$ cat src/rtl/kg_io_pkg.sv
// kg_io_pkg: shared types and constants for the keygen word-stream endpoint.
// Section ids, FSM states, default word counts and the two unload order tables.
package kg_io_pkg;

    typedef enum logic [2:0] {
        SEC_RHO = 3'd0,
        SEC_K   = 3'd1,
        SEC_S1  = 3'd2,
        SEC_S2  = 3'd3,
        SEC_T1  = 3'd4,
        SEC_T0  = 3'd5,
        SEC_TR  = 3'd6
    } sec_e;

    typedef enum logic [2:0] {
        S_IDLE   = 3'd0,
        S_LOAD   = 3'd1,
        S_WAIT   = 3'd2,
        S_UNLOAD = 3'd3,
        S_DONE   = 3'd4
    } state_t;

    localparam int DEF_W          = 64;
    localparam int DEF_SEED_WORDS = 4;
    localparam int DEF_S1_WORDS   = 48;
    localparam int DEF_S2_WORDS   = 48;
    localparam int DEF_T1_WORDS   = 160;
    localparam int DEF_T0_WORDS   = 208;

    // Index of the final entry in each order table.
    localparam logic [2:0] HP_LAST_IDX = 3'd6;
    localparam logic [2:0] LR_LAST_IDX = 3'd7;

    // Section emitted at position idx of the unload sequence.
    // High-performance: RHO,K,S1,S2,T1,T0,TR.
    // Low-resource:     RHO,K,TR,S1,S2,T0,RHO,T1 (rho is resent ahead of t1).
    function automatic sec_e order_sec(input logic hp, input logic [2:0] idx);
        sec_e s;
        s = SEC_RHO;
        if (hp) begin
            case (idx)
                3'd0:    s = SEC_RHO;
                3'd1:    s = SEC_K;
                3'd2:    s = SEC_S1;
                3'd3:    s = SEC_S2;
                3'd4:    s = SEC_T1;
                3'd5:    s = SEC_T0;
                3'd6:    s = SEC_TR;
                default: s = SEC_RHO;
            endcase
        end else begin
            case (idx)
                3'd0:    s = SEC_RHO;
                3'd1:    s = SEC_K;
                3'd2:    s = SEC_TR;
                3'd3:    s = SEC_S1;
                3'd4:    s = SEC_S2;
                3'd5:    s = SEC_T0;
                3'd6:    s = SEC_RHO;
                3'd7:    s = SEC_T1;
                default: s = SEC_RHO;
            endcase
        end
        return s;
    endfunction

endpackage

$ cat src/rtl/kg_stream_fifo2.sv
// kg_stream_fifo2: two-entry W-wide output FIFO with occupancy count.
// Head word is presented combinationally on data_o; push while full is
// dropped unless a pop frees the slot in the same cycle.
module kg_stream_fifo2 #(
    parameter int W = 64
) (
    input  logic         clk,
    input  logic         rst,
    input  logic         push_i,
    input  logic [W-1:0] data_i,
    input  logic         pop_i,
    output logic [W-1:0] data_o,
    output logic [1:0]   count_o
);

    logic [W-1:0] mem_q [2];
    logic         wr_ptr_q;
    logic         rd_ptr_q;
    logic [1:0]   cnt_q;
    logic         do_pop;
    logic         do_push;

    assign do_pop  = pop_i && (cnt_q != 2'd0);
    assign do_push = push_i && ((cnt_q != 2'd2) || do_pop);
    assign data_o  = mem_q[rd_ptr_q];
    assign count_o = cnt_q;

    // Storage, pointers and occupancy; push+pop together leaves the count unchanged.
    always_ff @(posedge clk) begin
        if (rst) begin
            for (int i = 0; i < 2; i++) mem_q[i] <= '0;
            wr_ptr_q <= 1'b0;
            rd_ptr_q <= 1'b0;
            cnt_q    <= 2'd0;
        end else begin
            if (do_push) begin
                mem_q[wr_ptr_q] <= data_i;
                wr_ptr_q        <= ~wr_ptr_q;
            end
            if (do_pop) rd_ptr_q <= ~rd_ptr_q;
            cnt_q <= cnt_q + {1'b0, do_push} - {1'b0, do_pop};
        end
    end

endmodule

$ cat src/rtl/kg_stream_io.sv
// kg_stream_io: DUT-side endpoint of the keygen word stream.
// Loads the seed from the host, waits for the core, then streams the key
// sections out of the result memories through a 2-entry FIFO.
// Optional build macro KG_STREAM_IO_PERF_CNT_EN adds load/exec/unload
// cycle counters as extra 32-bit outputs.
module kg_stream_io
    import kg_io_pkg::*;
#(
    parameter int W          = DEF_W,
    parameter int HIGH_PERF  = 1,
    parameter int SEED_WORDS = DEF_SEED_WORDS,
    parameter int S1_WORDS   = DEF_S1_WORDS,
    parameter int S2_WORDS   = DEF_S2_WORDS,
    parameter int T1_WORDS   = DEF_T1_WORDS,
    parameter int T0_WORDS   = DEF_T0_WORDS
) (
    input  logic                  clk,
    input  logic                  rst,
    input  logic                  start,
    input  logic                  valid_i,
    output logic                  ready_i,
    input  logic [W-1:0]          data_i,
    output logic [SEED_WORDS*W-1:0] seed_o,
    output logic                  seed_valid,
    input  logic                  core_done,
    output logic                  rd_en,
    output logic [2:0]            rd_sec,
    output logic [7:0]            rd_addr,
    input  logic [W-1:0]          rd_data,
    output logic                  valid_o,
    input  logic                  ready_o,
    output logic [W-1:0]          data_o,
    output logic                  done
`ifdef KG_STREAM_IO_PERF_CNT_EN
    ,
    output logic [31:0]           load_cycles,
    output logic [31:0]           exec_cycles,
    output logic [31:0]           unload_cycles
`endif
);

    localparam int         CW       = (SEED_WORDS > 1) ? $clog2(SEED_WORDS) : 1;
    localparam logic [2:0] LAST_IDX = (HIGH_PERF != 0) ? HP_LAST_IDX : LR_LAST_IDX;

    state_t                  state_q;
    logic [CW-1:0]           ctr_q;
    logic [SEED_WORDS*W-1:0] seed_q;
    logic                    seed_valid_q;
    logic                    done_q;
    logic [2:0]              sec_idx_q;
    logic [7:0]              addr_q;
    logic                    all_issued_q;
    logic                    inflight_q;

    sec_e       cur_sec;
    logic [1:0] fifo_cnt;
    logic [1:0] occ_nxt;
    logic       pop;
    logic       issue;
    logic       last_word;
    logic       last_sec;
    logic       drain;

    // Final address of a section; counts come straight from the parameters.
    function automatic logic [7:0] last_addr(input sec_e s);
        logic [7:0] a;
        case (s)
            SEC_S1:  a = 8'(S1_WORDS - 1);
            SEC_S2:  a = 8'(S2_WORDS - 1);
            SEC_T1:  a = 8'(T1_WORDS - 1);
            SEC_T0:  a = 8'(T0_WORDS - 1);
            default: a = 8'(SEED_WORDS - 1);
        endcase
        return a;
    endfunction

    assign cur_sec   = order_sec(HIGH_PERF != 0, sec_idx_q);
    assign last_word = (addr_q == last_addr(cur_sec));
    assign last_sec  = (sec_idx_q == LAST_IDX);

    assign valid_o = (fifo_cnt != 2'd0);
    assign pop     = valid_o && ready_o;
    // Occupancy after this cycle's pop: counting the pop lets a new read go
    // out every cycle while the host drains, giving 1 word/cycle.
    assign occ_nxt = fifo_cnt - {1'b0, pop};
    assign issue   = (state_q == S_UNLOAD) && !all_issued_q &&
                     (({1'b0, occ_nxt} + {2'b0, inflight_q}) < 3'd2);
    assign drain   = (state_q == S_UNLOAD) && all_issued_q && !inflight_q &&
                     (occ_nxt == 2'd0);

    assign ready_i    = (state_q == S_LOAD);
    assign seed_o     = seed_q;
    assign seed_valid = seed_valid_q;
    assign done       = done_q;
    assign rd_en      = issue;
    assign rd_sec     = cur_sec;
    assign rd_addr    = addr_q;

    kg_stream_fifo2 #(.W(W)) u_fifo (
        .clk     (clk),
        .rst     (rst),
        .push_i  (inflight_q),
        .data_i  (rd_data),
        .pop_i   (pop),
        .data_o  (data_o),
        .count_o (fifo_cnt)
    );

    // Control FSM: seed load, wait for core, section walk, done pulse.
    always_ff @(posedge clk) begin
        if (rst) begin
            state_q      <= S_IDLE;
            ctr_q        <= '0;
            seed_q       <= '0;
            seed_valid_q <= 1'b0;
            done_q       <= 1'b0;
            sec_idx_q    <= 3'd0;
            addr_q       <= 8'd0;
            all_issued_q <= 1'b0;
            inflight_q   <= 1'b0;
        end else begin
            seed_valid_q <= 1'b0;
            done_q       <= 1'b0;
            inflight_q   <= issue;
            case (state_q)
                S_IDLE: begin
                    if (start) begin
                        state_q <= S_LOAD;
                        ctr_q   <= '0;
                    end
                end
                S_LOAD: begin
                    if (valid_i) begin
                        seed_q[(SEED_WORDS - 1 - int'(ctr_q)) * W +: W] <= data_i;
                        ctr_q <= ctr_q + CW'(1);
                        if (ctr_q == CW'(SEED_WORDS - 1)) begin
                            seed_valid_q <= 1'b1;
                            state_q      <= S_WAIT;
                        end
                    end
                end
                S_WAIT: begin
                    if (core_done) begin
                        state_q      <= S_UNLOAD;
                        sec_idx_q    <= 3'd0;
                        addr_q       <= 8'd0;
                        all_issued_q <= 1'b0;
                    end
                end
                S_UNLOAD: begin
                    if (issue) begin
                        if (last_word) begin
                            addr_q <= 8'd0;
                            if (last_sec) begin
                                all_issued_q <= 1'b1;
                                sec_idx_q    <= 3'd0;
                            end else begin
                                sec_idx_q <= sec_idx_q + 3'd1;
                            end
                        end else begin
                            addr_q <= addr_q + 8'd1;
                        end
                    end
                    if (drain) begin
                        state_q <= S_DONE;
                        done_q  <= 1'b1;
                    end
                end
                S_DONE: begin
                    state_q <= S_IDLE;
                end
                default: state_q <= S_IDLE;
            endcase
        end
    end

`ifdef KG_STREAM_IO_PERF_CNT_EN
    logic [31:0] load_run_q;
    logic [31:0] exec_run_q;
    logic [31:0] unload_run_q;

    // Per-phase cycle counters; snapshot into the outputs as done fires.
    always_ff @(posedge clk) begin
        if (rst || (state_q == S_IDLE && start)) begin
            load_run_q    <= '0;
            exec_run_q    <= '0;
            unload_run_q  <= '0;
            load_cycles   <= '0;
            exec_cycles   <= '0;
            unload_cycles <= '0;
        end else begin
            if (state_q == S_LOAD)   load_run_q   <= load_run_q + 32'd1;
            if (state_q == S_WAIT)   exec_run_q   <= exec_run_q + 32'd1;
            if (state_q == S_UNLOAD) unload_run_q <= unload_run_q + 32'd1;
            if (drain) begin
                load_cycles   <= load_run_q;
                exec_cycles   <= exec_run_q;
                unload_cycles <= unload_run_q + 32'd1;
            end
        end
    end
`endif

endmodule

$ cat config.mk
export PLATFORM = sky130hd
export DESIGN_NAME = kg_stream_io
export DESIGN_NICKNAME = d
export VERILOG_FILES = /design/src/rtl/kg_io_pkg.sv /design/src/rtl/kg_stream_fifo2.sv /design/src/rtl/kg_stream_io.sv
export SDC_FILE = /design/constraint.sdc
export NUM_CORES = 1
export LEC_CHECK = 0
export ABC_AREA = 1
export CAP_MARGIN = 20
export CORE_ASPECT_RATIO = 1.25
export CORE_MARGIN = 10
export CORE_UTILIZATION = 35
export CTS_CLUSTER_SIZE = 28
export DETAILED_ROUTE_END_ITERATION = 12
export HOLD_SLACK_MARGIN = 0.12
export SETUP_SLACK_MARGIN = 0.4
export SLEW_MARGIN = 20
export SYNTH_ARGS = -nofsm -noshare
export SYNTH_HDL_FRONTEND = slang
export SYNTH_SLANG_ARGS = --single-unit
$ cat constraint.sdc
create_clock -name clk -period 4.11 [get_ports clk]
set_input_delay 0.822 -clock clk [delete_from_list [all_inputs] [get_ports clk]]
set_output_delay 0.822 -clock clk [all_outputs]
set_load 0.05 [all_outputs]
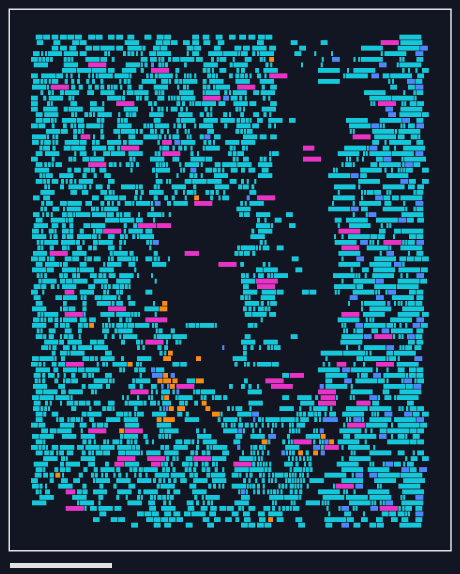
(run_1/sizes.png)
Scale bar: 50 um.
Key: cyan = _0 and _1 cells [cells 2088]; orange = _3 and _4 cells [cells 31]; blue = _2 cells [cells 95]; magenta = _6 and larger [cells 64]

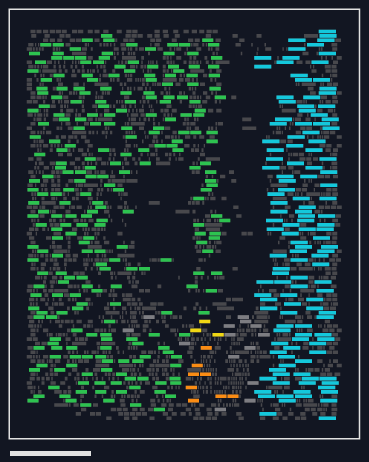
(run_1/flops_by_reg.png)
Scale bar: 50 um. Other sequential cells in the stronger grey, the rest of the logic in the fainter grey.
Key: green = seed_o [placed flops 256]; cyan = u_fifo.mem_q [placed flops 128, where a column on the right]; orange = rd_addr [placed flops 8, where south]; yellow = state_q [placed flops 3]

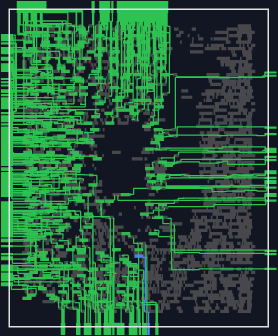
(run_1/io_fan.png)
Key: green = seed_o [bits 256, direction output, end cells 256, buffers 256, wire 16400 um]; blue = seed_valid [bits 1, direction output, end cells 1, buffers 1, wire 59.8 um]

==> flow_summary.json, run 1 <==
{
  "rr_startpoint": "ctr_q[0]$_SDFFE_PP0P_",
  "synth_cells": 1854,
  "rr_worst_depth": 10,
  "grt_pass1_wl_mm": 93.9,
  "setup-tns-final_ps": 0,
  "whs_ps": 456,
  "tap_cells": 637,
  "drtIter0Drc": 1001,
  "die_w_um": 216,
  "worstMarginPinSlew_ps": 1180,
  "first_global_vias": 14900,
  "grtUsageMet2": 0.338,
  "die_height_um": 265,
  "synth_flops": 409,
  "gr-total-overflow": 0,
  "nClkBuffers": 63,
  "synth.logic.top_family": "simple AND/OR/NAND/NOR gates",
  "warnings": 33,
  "p_leak_nw": 8.56,
  "post_cts_buffers": 0,
  "area_delta_synth_final_pct": 39.2,
  "timing.rr.end": "seed_o[155]$_SDFFE_PP0P_",
  "io_pins": 470,
  "ys_chip_area_um2": 16800,
  "holdPathEnd": "seed_o[114]$_SDFFE_PP0P_",
  "start_kind": "flop",
  "top_layer": "met4",
  "yosysUniqueCellTypes": 36,
  "coreArea_um2": 47300,
  "cts_resized": 0,
  "cts_max_level": 2,
  "seq_area_frac_synth": 0.564,
  "initial_core_util": 0.355,
  "finalNetCount": 2389,
  "dominant_cells": "sequential cells",
  "gp_congestion": 0.843,
  "grt_use_total": 0.210,
  "ys_warn_count": 0,
  "clock_area_frac": 0.0630,
  "setup_ws_ps": 564,
  "cts_buffer_depth": 3,
  "ys_sh_aoi": 0.114,
  "drive_gt1_frac": 0.0834,
  "synth_nets": 1999,
  "status": "finished, final reports clean",
  "crit_buf_inv": 2,
  "r2r_slack_ps": 1130,
  "comb_area_um2": 6060
}
[run 1: worst reg2reg max path, delay by kind of cell, from the launching register on]
kind	cells	cell delay (ps)
AND/OR/NAND/NOR	3	450
buffers and inverters	5	1420
flip-flops	1	530
AND-OR/OR-AND	1	190
adder cells (fa/ha/maj)	1	320
[run 1: how the worst max path moves through the flow]
stage,from,to,cells after the start
finish,flop,data_o[54],3
detailed placement,valid_i,seed_o[31]$_SDFFE_PP0P_,8
global placement,valid_i,seed_o[18]$_SDFFE_PP0P_,8
floorplan,rst,u_fifo.mem_q[0][0]$_SDFFCE_PN0P_,5
global route,flop,data_o[0],3
CTS,flop,data_o[0],3
[run 1: cell usage after synthesis (2+ instances only)]
cell type	count	area [um^2]
nor2_2	2	12.5
inv_2	6	22.5
dfxtp_1	281	5630
inv_1	160	601
buf_4	8	60.1
clkbuf_1	79	297
nand4_1	95	594
nand2_4	2	22.5
nor2_1	204	766
ha_1	11	138
o21ai_0	35	175
or3_1	42	263
edfxtp_1	128	3840
or3b_1	17	149
a21oi_1	231	1160
or3b_2	6	52.6
nand3_1	59	295
nand2_1	264	991
buf_6	2	22.5
buf_2	56	280
a31oi_1	40	250
mux2_2	64	721
clkbuf_2	2	10.0
nor3_1	3	15.0
buf_1	3	11.3
or2_2	3	18.8
a211oi_1	42	315
[run 1: registers in the layout, summed over array words and instances (netlist names), named ones only]
signal and count:
u_fifo.rd_ptr_q 1, u_fifo.mem_q 128, seed_valid 1, all_issued_q 1, inflight_q 1, sec_idx_q 3, rd_addr 8, ctr_q 2
done 1, u_fifo.wr_ptr_q 1, state_q 3, seed_o 256, u_fifo.count_o 2
[run 1: power by group]
group	internal [mW]	total (mW)	switching, mW
logic	0.530	1.63	1.10
registers	4.26	4.32	0.0627
clock network	2.41	4.05	1.64
==> inputs of run 2 (changes only) <==
--- a/config.mk
+++ b/config.mk
@@ -10,8 +10,10 @@
 export CORE_ASPECT_RATIO = 1.25
 export CORE_MARGIN = 10
-export CORE_UTILIZATION = 35
+export CORE_UTILIZATION = 45
 export CTS_CLUSTER_SIZE = 28
 export DETAILED_ROUTE_END_ITERATION = 12
 export HOLD_SLACK_MARGIN = 0.12
+export PLACE_DENSITY = 0.76
+export REMOVE_ABC_BUFFERS = 1
 export SETUP_SLACK_MARGIN = 0.4
 export SLEW_MARGIN = 20
==> constraint.sdc (replaced) <==
create_clock -name clk -period 4.11 [get_ports clk]
set_input_delay 1.233 -clock clk [delete_from_list [all_inputs] [get_ports clk]]
set_output_delay 1.233 -clock clk [all_outputs]
set_load 0.05 [all_outputs]
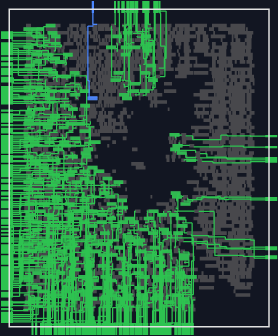
(run_2/io_fan.png)
Key: green = seed_o [bits 256, direction output, end cells 256, buffers 256, wire 16100 um]; blue = seed_valid [bits 1, direction output, end cells 1, buffers 1, wire 77.5 um]

==> run 2 against run 1 <==
Effect of this change:
- clock skew increased by 3.9 ps
- sequential cell count unchanged
- combinational power about the same
- worst hold slack got worse by 1.2 ps
- synthesized cell count unchanged
- utilization increased by 13 points
- largest cell class unchanged
==> flow_summary.json, run 2 <==
{
  "edf_count": 128,
  "setup_ws_ps": 283,
  "yosysUniqueCellTypes": 36,
  "r2r_slack_ps": 1010,
  "numCtsBuffers": 41,
  "grt_pass1_wl_mm": 93.5,
  "max_freq_ghz": 0.261,
  "async_flop_share": 0,
  "vias_per_cell": 5.55,
  "timing.rr.end": "seed_o[248]$_SDFFE_PP0P_",
  "netlist.area_leader.share": 0.335,
  "drt_pass1_iterations": 6,
  "rr_startpoint": "ctr_q[1]$_SDFFE_PP0P_",
  "cellInternalPower_mw": 6.95,
  "topCellsByArea": "dfxtp_1, edfxtp_1, a21oi_1",
  "largestPowerGroup": "registers",
  "first_global_vias": 15400,
  "lay_top_count": "clkdlybuf4s50_1",
  "rows": 79,
  "power_sequential_mw": 4.33,
  "coreArea_um2": 37100,
  "p_clk_mw": 3.75,
  "crit_buf_inv": 4,
  "common_cells": "dfxtp_1, nand2_1, a21oi_1, nor2_1, inv_1",
  "antenna_found_initial": 9,
  "synth_cells": 1854,
  "die_w_um": 193,
  "netSwitchingFraction": 0.285,
  "worstMarginPinSlew_ps": 1080,
  "p_leak_nw": 8.92,
  "ys_warn_count": 0,
  "hold_violations": 0,
  "synth_flops": 409,
  "clockPowerShare": 0.385,
  "relSlewSlack": 0.278,
  "top_layer": "met5",
  "dpl.hpwl_mm": 42.6,
  "largest_reg_flops": 256,
  "top_cell": "dfxtp_1",
  "peakVddDrop_uv": 328,
  "seq_power_share": 0.445,
  "area_delta_synth_final_pct": 38.5,
  "finalNetCount": 2396,
  "drtIter0Drc": 1116,
  "io_pins": 470,
  "cap_viol_max_count": 0,
  "die_height_um": 236,
  "cts_max_level": 2,
  "cts_root_buffer": "clkbuf_16",
  "gp_congestion": 0.893,
  "chip_area_um2": 45500,
  "start_kind": "input pin",
  "drive_gt1_frac": 0.0898,
  "critical_path_class": "input pin to output port",
  "ys_chip_area_um2": 16800,
  "cp_max_fo": 4,
  "whs_ps": 455,
  "status": "finished, final reports clean",
  "cts_buffer_depth": 3,
  "grt_use_total": 0.262,
  "seq_area_frac_synth": 0.564,
  "synth_area_leader_cell": "dfxtp_1",
  "slowest_delay_ps": 460,
  "initial_core_util": 0.453,
  "combPwrFrac": 0.170,
  "finalSetupViolCount": 0,
  "rr_worst_depth": 8,
  "p_switching_mw": 2.77,
  "warnings": 32,
  "cts_num_sinks": 409,
  "holdPathEnd": "seed_o[215]$_SDFFE_PP0P_",
  "pg_comb_mw": 1.65,
  "gr-total-overflow": 0
}
-- run 2: tightest hold or removal path: stages, from the launching register on --
cell	delay (ps)
dfxtp_1	310
inv_1	50
a211oi_1	50
-- run 2: per-layer routing --
metal	track usage	vias to the layer above
li1	-	7089
met1	0.290	7414
met2	0.430	756
met3	0.106	150
met4	0.121	6
met5	0	-
-- run 2: cells by family (layout without fill, tap and decap cells) --
logic type / count (synthesis) / after routing / synth area share
adders and majority gates: 11 / 11 / 0.00820
buffers and inverters: 316 / 745 / 0.0776
other: 0 / 7 / 0
DFF: 409 / 409 / 0.564
and+or+nand+nor: 703 / 703 / 0.193
muxes: 64 / 64 / 0.0429
AOI/OAI and AO/OA: 350 / 350 / 0.114
xor gates and xnor gates: 1 / 1 / 0.000522
-- run 2: cell type report --
type | instances | area [um^2]
flip-flops and latches | 409 | 9470
clock inverters | 16 | 185
clock buffers | 59 | 1150
diodes | 7 | 17.5
repair buffers | 504 | 5130
multi-input cells | 1129 | 6090
inverters | 166 | 623
well taps | 486 | 608
fillers | 3047 | 13800
-- run 2: what timing repair did --
item                       4_1_cts  5_1_grt
setup buffers                    0        1
setup endpoints to repair       50       29
gates resized                    2       35
pin swaps                        0        1
-- run 2: worst max path at each step --
stage,startpoint,endpoint,slack [ps],cells after the start
5_1_grt,ready_o,rd_en,210,9
6_report,ready_o,rd_en,280,9
4_1_cts,ready_o,rd_en,200,9
3_5_place_dp,ready_o,rd_en,160,9
3_3_place_gp,ready_o,rd_en,130,9
2_1_floorplan,valid_i,seed_o[193]$_SDFFE_PP0P_,-2300,5
-- run 2: per-stage QoR --
stage | area (um^2) | TNS, ps
2_1_floorplan | 16100 | -396820
3_3_place_gp | 21800 | 0
3_5_place_dp | 21800 | 0
4_1_cts | 23100 | 0
5_1_grt | 23300 | 0
6_report | 23300 | 0
==> inputs of run 3 (changes only) <==
CTS_CLUSTER_SIZE = 25   (was 28)
clock period = 4.7 ns   (was 4.11 ns; I/O delays follow)
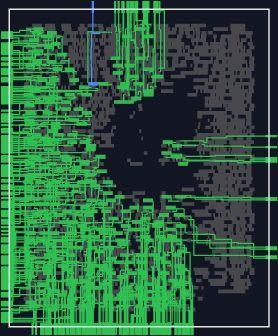
(run_3/io_fan.png)
Key: green = seed_o [bits 256, direction output, end cells 256, buffers 256, wire 16400 um]; blue = seed_valid [bits 1, direction output, end cells 1, buffers 1, wire 70.2 um]

==> run 3 against run 2 <==
Effect of this change:
- global-route usage fell by 0.52 points
- clock power shrank 11%
- clock-buffer cell count fell by 3
- total power shrank 12%
- combinational power is 13% lower
- register-to-register slack worse by 150 ps
- utilization down 0.33 points
- area after synthesis is the same
- critical path type unchanged
==> flow_summary.json, run 3 <==
{
  "cts_resized": 3,
  "async_flop_share": 0,
  "worstMarginPinSlew_ps": 1110,
  "p_leak_nw": 8.54,
  "antenna_found_initial": 6,
  "peakVddDrop_uv": 284,
  "coreArea_um2": 37100,
  "ys_warn_count": 0,
  "cellInternalPower_mw": 6.17,
  "whs_ps": 455,
  "cap_viol_max_count": 0,
  "lay_top_count": "clkdlybuf4s50_1",
  "common_cells": "dfxtp_1, nand2_1, a21oi_1, nor2_1, inv_1",
  "netSwitchingFraction": 0.278,
  "chip_area_um2": 45500,
  "first_global_vias": 14900,
  "cts_buffer_depth": 3,
  "yosysUniqueCellTypes": 36,
  "clockPowerShare": 0.391,
  "synth.logic.top_family": "simple AND/OR/NAND/NOR gates",
  "seq_area_frac_synth": 0.564,
  "drtIter0Drc": 997,
  "cts_max_level": 2,
  "top_cell": "dfxtp_1",
  "area_delta_synth_final_pct": 37.8,
  "post_cts_buffers": 0,
  "cp_max_fo": 4,
  "p_switching_mw": 2.38,
  "mux_share": 0.0429,
  "vias_per_cell": 5.52,
  "finalSetupViolCount": 0,
  "ys_chip_area_um2": 16800,
  "cts_num_sinks": 409,
  "hold_violations": 0,
  "die_w_um": 193,
  "finalInstanceArea_um2": 23100,
  "combPwrFrac": 0.168,
  "netlist.area_leader.share": 0.335,
  "largest_reg_flops": 256,
  "status": "finished, final reports clean",
  "r2r_slack_ps": 860,
  "critical_path_class": "input pin to output port",
  "synth_area_leader_cell": "dfxtp_1",
  "cts_root_buffer": "clkbuf_16",
  "warnings": 30,
  "grt_pass1_wl_mm": 91.5,
  "fa_ha_area_frac": 0.00820,
  "synthXorXnorAreaFrac": 0.000522,
  "grt_use_total": 0.257,
  "io_pins": 470,
  "simple_gate_share": 0.193,
  "max_freq_ghz": 0.238,
  "ys_sh_aoi": 0.114,
  "synth_cells": 1854
}
run 3: cell types whose count changed in the layout (fill, tap and decap cells not counted), moves of 2 or more:
| cell | delta |
|---|---|
| clkbuf_2 | -2 |
| buf_4 | -8 |
| clkbuf_16 | +2 |
| buf_12 | -2 |
| dlymetal6s2s_1 | -28 |
| diode_2 | -4 |
| clkinv_8 | -2 |
| clkdlybuf4s50_1 | +28 |
| clkbuf_1 | -4 |
run 3: final timing paths:
path	start	cells after the start	to
hold reg to reg	seed_o[90]$_SDFFE_PP0P_	2	seed_o[90]$_SDFFE_PP0P_
hold / removal	seed_o[90]$_SDFFE_PP0P_	2	seed_o[90]$_SDFFE_PP0P_
setup reg to reg	ctr_q[0]$_SDFFE_PP0P_	9	seed_o[175]$_SDFFE_PP0P_
setup / recovery	ready_o	9	rd_en
run 3: power groups by stage:
stage               combinational (mW)  sequential (mW)  clock (mW)
floorplan                        0.636             4.01           0
global route                      1.50             3.78        3.54
global placement                  1.41             3.84           0
CTS                               1.43             3.77        3.40
detailed placement                1.42             3.85           0
finish                            1.43             3.77        3.34
run 3: area by class of cell:
type                            instances  area, um^2  area share
Tap cell                              486         608      0.0263
Multi-Input combinational cell       1129        6090       0.263
Sequential cell                       409        9470       0.409
Clock inverter                         15         181     0.00784
Inverter                              166         623      0.0269
Timing Repair Buffer                  496        4980       0.215
Clock buffer                           56        1190      0.0512
Antenna cell                            3        7.51    0.000324
run 3: per-layer routing:
layer | vias up | GRT usage | wire, um
li1 | 7082 | - | -
met4 | 6 | 0.108 | 2680
met3 | 137 | 0.103 | 7190
met5 | - | 0.00339 | 44
met1 | 7291 | 0.288 | 22100
met2 | 717 | 0.423 | 29000

==> layout pictures side by side <==
Clock wiring as the flow saved it.
shot_01.png
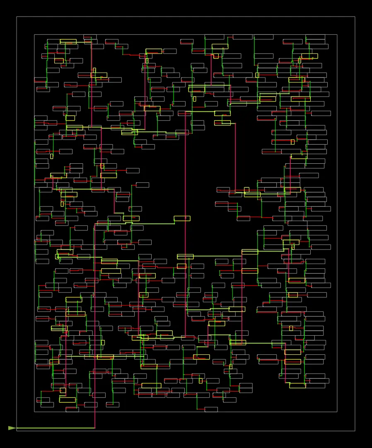
shot_02.png
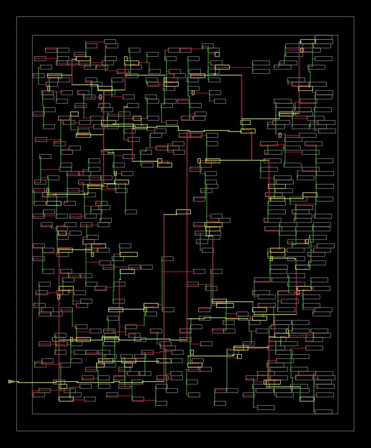
shot_02.png: run 1
shot_01.png: run 3

Power is estimated from default activity; no workload was simulated.
